==> config.mk <==
export PLATFORM = sky130hd
export DESIGN_NAME = s2a_burst_ctrl_flat
export DESIGN_NICKNAME = d
export VERILOG_FILES = /design/src/rtl/s2a_burst_ctrl_if.sv /design/src/rtl/s2a_burst_ctrl.sv /design/src/flat_wrapper.sv
export SDC_FILE = /design/constraint.sdc
export NUM_CORES = 2
export LEC_CHECK = 0
export CORE_ASPECT_RATIO = 0.7
export CORE_MARGIN = 2
export CORE_UTILIZATION = 30
export DETAILED_ROUTE_END_ITERATION = 16
export PLACE_DENSITY = 0.56
export SLEW_MARGIN = 20
export SYNTH_ARGS = -nofsm -noshare
export SYNTH_HDL_FRONTEND = slang
export SYNTH_SLANG_ARGS = --single-unit
==> constraint.sdc <==
create_clock -name AXI_clk -period 5.7 [get_ports AXI_clk]
set_clock_uncertainty 0.1 [all_clocks]
set_input_delay 0.57 -clock AXI_clk [delete_from_list [all_inputs] [get_ports AXI_clk]]
set_output_delay 0.57 -clock AXI_clk [all_outputs]
set_load 0.05 [all_outputs]
==> src/rtl/s2a_burst_ctrl_if.sv <==
// AXI4 write-channel bundle (AW, W, B) between the burst controller and the interconnect.
interface s2a_burst_ctrl_if #(
  parameter int unsigned DW = 64
) ();
  logic [31:0]     awaddr;
  logic [7:0]      awlen;
  logic [2:0]      awsize;
  logic [1:0]      awburst;
  logic            awvalid;
  logic            awready;
  logic [DW-1:0]   wdata;
  logic [DW/8-1:0] wstrb;
  logic            wvalid;
  logic            wready;
  logic            wlast;
  logic [1:0]      bresp;
  logic            bvalid;
  logic            bready;

  modport master (
    output awaddr, awlen, awsize, awburst, awvalid,
    input  awready,
    output wdata, wstrb, wvalid, wlast,
    input  wready,
    input  bresp, bvalid,
    output bready
  );

  modport slave (
    input  awaddr, awlen, awsize, awburst, awvalid,
    output awready,
    input  wdata, wstrb, wvalid, wlast,
    output wready,
    output bresp, bvalid,
    input  bready
  );
endinterface

==> src/rtl/s2a_burst_ctrl.sv <==
// Stream-to-AXI burst writer: buffers stream samples and writes them as fixed INCR bursts into a
// ring of isize bursts at ibase. Define S2A_BRESP_EN to wait for and check the B response.
module s2a_burst_ctrl #(
  parameter int unsigned DW         = 64,
  parameter int unsigned BURST_LEN  = 16,
  parameter int unsigned FIFO_DEPTH = 32
) (
  input  logic          AXI_clk,
  input  logic          rst,
  input  logic          sync,
  input  logic          Ien,
  input  logic [DW-1:0] Idata,
  input  logic [31:0]   ibase,
  input  logic [17:0]   isize,
  output logic [17:0]   iacnt,
  output logic [31:0]   ibcnt,
  output logic          ovf,
  output logic          berr,
  s2a_burst_ctrl_if.master axi
);

  localparam int unsigned BeatBytes  = DW / 8;
  localparam int unsigned AddrShift  = $clog2(BURST_LEN * BeatBytes);
  localparam int unsigned PtrW       = $clog2(FIFO_DEPTH);
  localparam int unsigned CntW       = PtrW + 1;
  localparam logic [7:0]  LastBeat   = 8'(BURST_LEN - 1);
  localparam logic [CntW-1:0] BurstLevel = CntW'(BURST_LEN);
  localparam logic [CntW-1:0] FullLevel  = CntW'(FIFO_DEPTH);
  localparam logic [2:0]  AwSize     = 3'($clog2(BeatBytes));

  typedef enum logic [1:0] {StIdle, StAddr, StData, StResp} state_e;

  logic [DW-1:0]   mem_q [FIFO_DEPTH];
  logic [PtrW-1:0] wr_ptr_q, rd_ptr_q;
  logic [CntW-1:0] count_q;
  state_e          state_q;
  logic            sync_pend_q;
  logic [7:0]      beat_q;
  logic            awvalid_q, wvalid_q, wlast_q, bready_q;
  logic [31:0]     awaddr_q;
  logic [17:0]     iacnt_q;
  logic [31:0]     ibcnt_q;
  logic            ovf_q, berr_q;

  logic        hold_off, clear, pop, full, push, drop;
  logic [17:0] isize_last;
  logic [31:0] burst_off;

  // A pending restart freezes stream intake until the clear lands in IDLE.
  assign hold_off   = sync | sync_pend_q;
  assign clear      = (state_q == StIdle) & hold_off;
  assign pop        = (state_q == StData) & wvalid_q & axi.wready;
  assign full       = (count_q == FullLevel);
  assign push       = Ien & ~hold_off & (~full | pop);
  assign drop       = Ien & ~hold_off & full & ~pop;
  assign isize_last = (isize == 18'd0) ? 18'd0 : isize - 18'd1;
  assign burst_off  = {14'd0, iacnt_q} << AddrShift;

  always_ff @(posedge AXI_clk) begin
    if (push) mem_q[wr_ptr_q] <= Idata;
  end

  always_ff @(posedge AXI_clk) begin
    if (rst) begin
      wr_ptr_q    <= '0;
      rd_ptr_q    <= '0;
      count_q     <= '0;
      state_q     <= StIdle;
      sync_pend_q <= 1'b0;
      beat_q      <= '0;
      awvalid_q   <= 1'b0;
      wvalid_q    <= 1'b0;
      wlast_q     <= 1'b0;
      bready_q    <= 1'b0;
      awaddr_q    <= '0;
      iacnt_q     <= '0;
      ibcnt_q     <= '0;
      ovf_q       <= 1'b0;
      berr_q      <= 1'b0;
    end else begin
`ifndef S2A_BRESP_EN
      bready_q <= 1'b1;
`endif
      if (push) wr_ptr_q <= wr_ptr_q + 1'b1;
      if (pop)  rd_ptr_q <= rd_ptr_q + 1'b1;
      count_q <= count_q + CntW'(push) - CntW'(pop);
      if (drop) ovf_q <= 1'b1;
      if (sync && state_q != StIdle) sync_pend_q <= 1'b1;

      unique case (state_q)
        StIdle: begin
          if (clear) begin
            wr_ptr_q    <= '0;
            rd_ptr_q    <= '0;
            count_q     <= '0;
            iacnt_q     <= '0;
            ibcnt_q     <= '0;
            ovf_q       <= 1'b0;
            berr_q      <= 1'b0;
            sync_pend_q <= 1'b0;
          end else if (count_q >= BurstLevel) begin
            awaddr_q  <= ibase + burst_off;
            awvalid_q <= 1'b1;
            state_q   <= StAddr;
          end
        end
        StAddr: begin
          if (axi.awready) begin
            awvalid_q <= 1'b0;
            wvalid_q  <= 1'b1;
            wlast_q   <= 1'b0;
            beat_q    <= '0;
            state_q   <= StData;
            if (iacnt_q == isize_last) begin
              iacnt_q <= '0;
              ibcnt_q <= ibcnt_q + 32'd1;
            end else begin
              iacnt_q <= iacnt_q + 18'd1;
            end
          end
        end
        StData: begin
          if (pop) begin
            beat_q <= beat_q + 8'd1;
            if (wlast_q) begin
              wvalid_q <= 1'b0;
              wlast_q  <= 1'b0;
`ifdef S2A_BRESP_EN
              bready_q <= 1'b1;
              state_q  <= StResp;
`else
              state_q  <= StIdle;
`endif
            end else if (beat_q + 8'd1 == LastBeat) begin
              wlast_q <= 1'b1;
            end
          end
        end
        StResp: begin
`ifdef S2A_BRESP_EN
          if (axi.bvalid) begin
            bready_q <= 1'b0;
            if (axi.bresp != 2'b00) berr_q <= 1'b1;
            state_q <= StIdle;
          end
`else
          state_q <= StIdle;
`endif
        end
        default: state_q <= StIdle;
      endcase
    end
  end

`ifndef S2A_BRESP_EN
  logic unused_b;
  assign unused_b = ^{axi.bresp, axi.bvalid};
`endif

  assign axi.awaddr  = awaddr_q;
  assign axi.awlen   = LastBeat;
  assign axi.awsize  = AwSize;
  assign axi.awburst = 2'b01;
  assign axi.awvalid = awvalid_q;
  assign axi.wdata   = mem_q[rd_ptr_q];
  assign axi.wstrb   = '1;
  assign axi.wvalid  = wvalid_q;
  assign axi.wlast   = wlast_q;
  assign axi.bready  = bready_q;
  assign iacnt       = iacnt_q;
  assign ibcnt       = ibcnt_q;
  assign ovf         = ovf_q;
  assign berr        = berr_q;

endmodule

==> src/flat_wrapper.sv <==
// flat-port wrapper written by rule: the top's interface ports become plain ports
module s2a_burst_ctrl_flat 
#(
  parameter int unsigned DW         = 64,
  parameter int unsigned BURST_LEN  = 16,
  parameter int unsigned FIFO_DEPTH = 32
)
  (AXI_clk, rst, sync, Ien, Idata, ibase, isize, iacnt, ibcnt, ovf, berr, axi_awaddr, axi_awlen, axi_awsize, axi_awburst, axi_awvalid, axi_awready, axi_wdata, axi_wstrb, axi_wvalid, axi_wlast, axi_wready, axi_bresp, axi_bvalid, axi_bready);
  s2a_burst_ctrl_if #(.DW(DW)) axi_i ();
  input  logic AXI_clk;
  input  logic rst;
  input  logic sync;
  input  logic Ien;
  input  logic [DW-1:0] Idata;
  input  logic [31:0] ibase;
  input  logic [17:0] isize;
  output logic [17:0] iacnt;
  output logic [31:0] ibcnt;
  output logic ovf;
  output logic berr;
  output wire logic [$bits(axi_i.awaddr)-1:0] axi_awaddr;
  output wire logic [$bits(axi_i.awlen)-1:0] axi_awlen;
  output wire logic [$bits(axi_i.awsize)-1:0] axi_awsize;
  output wire logic [$bits(axi_i.awburst)-1:0] axi_awburst;
  output wire logic [$bits(axi_i.awvalid)-1:0] axi_awvalid;
  input wire logic [$bits(axi_i.awready)-1:0] axi_awready;
  output wire logic [$bits(axi_i.wdata)-1:0] axi_wdata;
  output wire logic [$bits(axi_i.wstrb)-1:0] axi_wstrb;
  output wire logic [$bits(axi_i.wvalid)-1:0] axi_wvalid;
  output wire logic [$bits(axi_i.wlast)-1:0] axi_wlast;
  input wire logic [$bits(axi_i.wready)-1:0] axi_wready;
  input wire logic [$bits(axi_i.bresp)-1:0] axi_bresp;
  input wire logic [$bits(axi_i.bvalid)-1:0] axi_bvalid;
  output wire logic [$bits(axi_i.bready)-1:0] axi_bready;
  assign axi_awaddr = axi_i.awaddr;
  assign axi_awlen = axi_i.awlen;
  assign axi_awsize = axi_i.awsize;
  assign axi_awburst = axi_i.awburst;
  assign axi_awvalid = axi_i.awvalid;
  assign axi_i.awready = axi_awready;
  assign axi_wdata = axi_i.wdata;
  assign axi_wstrb = axi_i.wstrb;
  assign axi_wvalid = axi_i.wvalid;
  assign axi_wlast = axi_i.wlast;
  assign axi_i.wready = axi_wready;
  assign axi_i.bresp = axi_bresp;
  assign axi_i.bvalid = axi_bvalid;
  assign axi_bready = axi_i.bready;
  s2a_burst_ctrl #(.DW(DW), .BURST_LEN(BURST_LEN), .FIFO_DEPTH(FIFO_DEPTH)) u_core (.AXI_clk(AXI_clk), .rst(rst), .sync(sync), .Ien(Ien), .Idata(Idata), .ibase(ibase), .isize(isize), .iacnt(iacnt), .ibcnt(ibcnt), .ovf(ovf), .berr(berr), .axi(axi_i));
endmodule
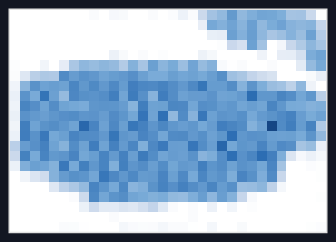
(placement density heat map)
The die is cut into 32 by 22 equal tiles; white is low, dark blue is high, 0 to 100% covered.
The emptiest ninth of the die: top left. The mean over all tiles is 33%. The densest ninth of the die: middle.

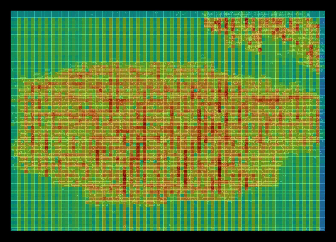
(congestion heat map)
average wire per standard cell: 26.8 um
GRT met1 Usage: 22.0%
Total GRT Usage: 14.9%
met2 Resource Use GR: 23.0%
fin util: 35.5%

==> impl_metrics.py <==
# Generated from Yosys and OpenROAD reports
metrics = {
    "final_timing": {
        "period_used_pct": 89.7,
        "fmax_mhz": 196,
        "maxSlewViolCount": 0,
        "finalSetupViolations": 0,
        "min_period_ns": 5.11,
    },
    "die": {
        "fp-utilization_pct": 30.1,
        "core.rowCount": 163,
        "die_h_um": 448,
        "core_um2": 281000,
    },
    "detailed_routing": {
        "drtAntennaViolNets": 0,
        "wl_um": 219000,
        "drc": 0,
        "dr.first_iter.drc_count": 4578,
        "drt-pass1-iter-count": 5,
    },
    "critical_path": {
        "reg2reg_to": "u_core.axi.awaddr[31]",
        "worstPathArrival_ns": 4.44,
        "end_kind": "output port",
        "worstReg2RegStart": "u_core.iacnt[0]",
        "rrSetupSlack_ns": 1.91,
        "path_max_fanout": 38,
        "crit_start": "u_core.rd_ptr_q[0]",
        "cp-endpoint": "axi_wdata[32]",
        "reg2regPathDepth": 12,
        "crit_type": "register to output port",
    },
    "logic_synthesis": {
        "netlist_instances": 3860,
        "ys_types": 71,
        "postSynthAreaPerCell_um2": 21.9,
        "synth_top_area_share_pct": 72.7,
        "synth_seq_share_pct": 75.4,
        "syn_area_um2": 84600,
        "synth.area.top_cells": "edfxtp_1, mux4_2, dfxtp_1",
        "ys.flop_type": "edfxtp_1",
        "ys_area_um2": 84600,
    },
    "clocking": {
        "cts-buffers-inserted": 209,
        "ctsHoldBuffers": 0,
        "cts_max_level": 4,
        "clkTransAtPathRegs_ns": 0.06,
        "post-cts-setup-buffers": 0,
        "cts_tree": "done",
        "clkLatencyLatePin_ns": 0.83,
    },
    "pwr": {
        "p_leak_uw": 0.0296,
    },
    "outcome": {
        "status": "completed",
    },
    "job": {
        "warnings": 39,
        "maxCapViolations": 0,
    },
    "global_route": {
        "grt_pass1_vias": 41000,
        "grt-ovfl-total": 0,
        "grt_max_degree": 102,
    },
    "placed_design": {
        "place_ws_ns": 0.590,
        "gp_congestion": 0.768,
        "dp_hpwl_um": 118000,
    },
    "cells_and_area": {
        "area_growth_pct": 17.9,
    },
}
registers in the layout (all words and copies together) (netlist names), 2 cells and up:
| register | flops |
|---|---|
| u_core.axi.awaddr | 32 |
| u_core.beat_q | 8 |
| u_core.count_q | 6 |
| u_core.iacnt | 18 |
| u_core.ibcnt | 32 |
| u_core.mem_q | 2048 |
| u_core.rd_ptr_q | 5 |
| u_core.state_q | 2 |
| u_core.wr_ptr_q | 5 |
stage by stage:
step / hold slack (ns) / util, % / power (uW) / instances / area (um^2)
floorplan: 0.390 / - / 18100 / 3880 / 84700
global placement: 0.343 / 33.2 / 18500 / 7776 / 93300
detailed placement: 0.346 / 33.2 / 18500 / 7776 / 93300
CTS: 0.118 / 35.5 / 32100 / 8151 / 99800
global route: 0.102 / 35.5 / 32700 / 8159 / 99700
finish: 0.109 / 35.5 / 31700 / 8164 / 99700
cell usage after synthesis, drive strengths merged, types with 3 or more instances:
master   instances
o31ai            7
inv             33
nor4             8
xor2            22
ha              37
and3            25
nor3            25
and2             8
a31o             4
nor2           136
a211oi           9
a31oi            4
mux4           640
a2111oi          8
nand3           40
clkbuf         137
a21oi           81
nor3b            4
a21boi           6
nand2          103
or2             19
mux2            64
nand2b           7
nand4           19
or3             11
edfxtp        2048
or4              3
nand3b           8
xnor2           49
dfxtp          114
mux2i           19
a22oi            4
buf             84
nor2b            5
o21a             7
o21ai           33
worst max-delay path, stage by stage, from the launching register on:
cell	delay, ns
dfxtp_4	0.73
buf_4	0.35
buf_12	0.33
mux4_2	0.55
mux4_2	0.53
mux2_2	0.33
clkdlybuf4s50_1	0.71
cells by family after synthesis:
kind of cell               count (synthesis)  synth area share (%)
buffers and inverters                    254                  1.26
DFF                                     2162                  75.4
adders and majority gates                 39                 0.594
xor gates and xnor gates                  72                 0.763
other                                      2               0.00887
AOI/OAI and AO/OA                        180                  1.40
and+or+nand+nor                          428                  2.49
muxes                                    723                  18.1
metal layers:
layer / routed length (um) / global-route usage, % / vias up
met5: 13 / 0 / -
met1: 99000 / 22.0 / 22600
met4: 4600 / 3.48 / 2
met2: 101000 / 23.0 / 1437
met3: 14300 / 2.63 / 313
li1: - / - / 17000
power breakdown:
group	switching (uW)	internal [uW]	leakage [uW]	total, uW
Clock	5960	7550	0.00318	13500
Sequential	14.8	17400	0.0193	17400
Combinational	529	226	0.00706	756
Total	6500	25200	0.0296	31700
worst min-delay path by stage:
stage / from / end / slack, ns / depth (start not counted)
floorplan: u_core.beat_q[2] / u_core.beat_q[2] / 0.39 / 2
CTS: ibase[3] / u_core.axi.awaddr[3] / 0.12 / 3
finish: Idata[22] / u_core.mem_q[24][22] / 0.11 / 1
global route: Idata[22] / u_core.mem_q[16][22] / 0.10 / 1
global placement: u_core.axi.awaddr[4] / u_core.axi.awaddr[4] / 0.34 / 2
detailed placement: u_core.axi.awaddr[4] / u_core.axi.awaddr[4] / 0.35 / 2
final cells by class:
cell class / instances / area (um^2)
Antenna cell: 13 / 32.5
Clock buffer: 250 / 5430
Clock inverter: 125 / 1090
Fill cell: 25700 / 182000
Inverter: 33 / 124
Multi-Input combinational cell: 1464 / 20100
Sequential cell: 2162 / 63800
Tap cell: 3712 / 4640
Timing Repair Buffer: 405 / 4520
Power is estimated from default activity; no workload was simulated.
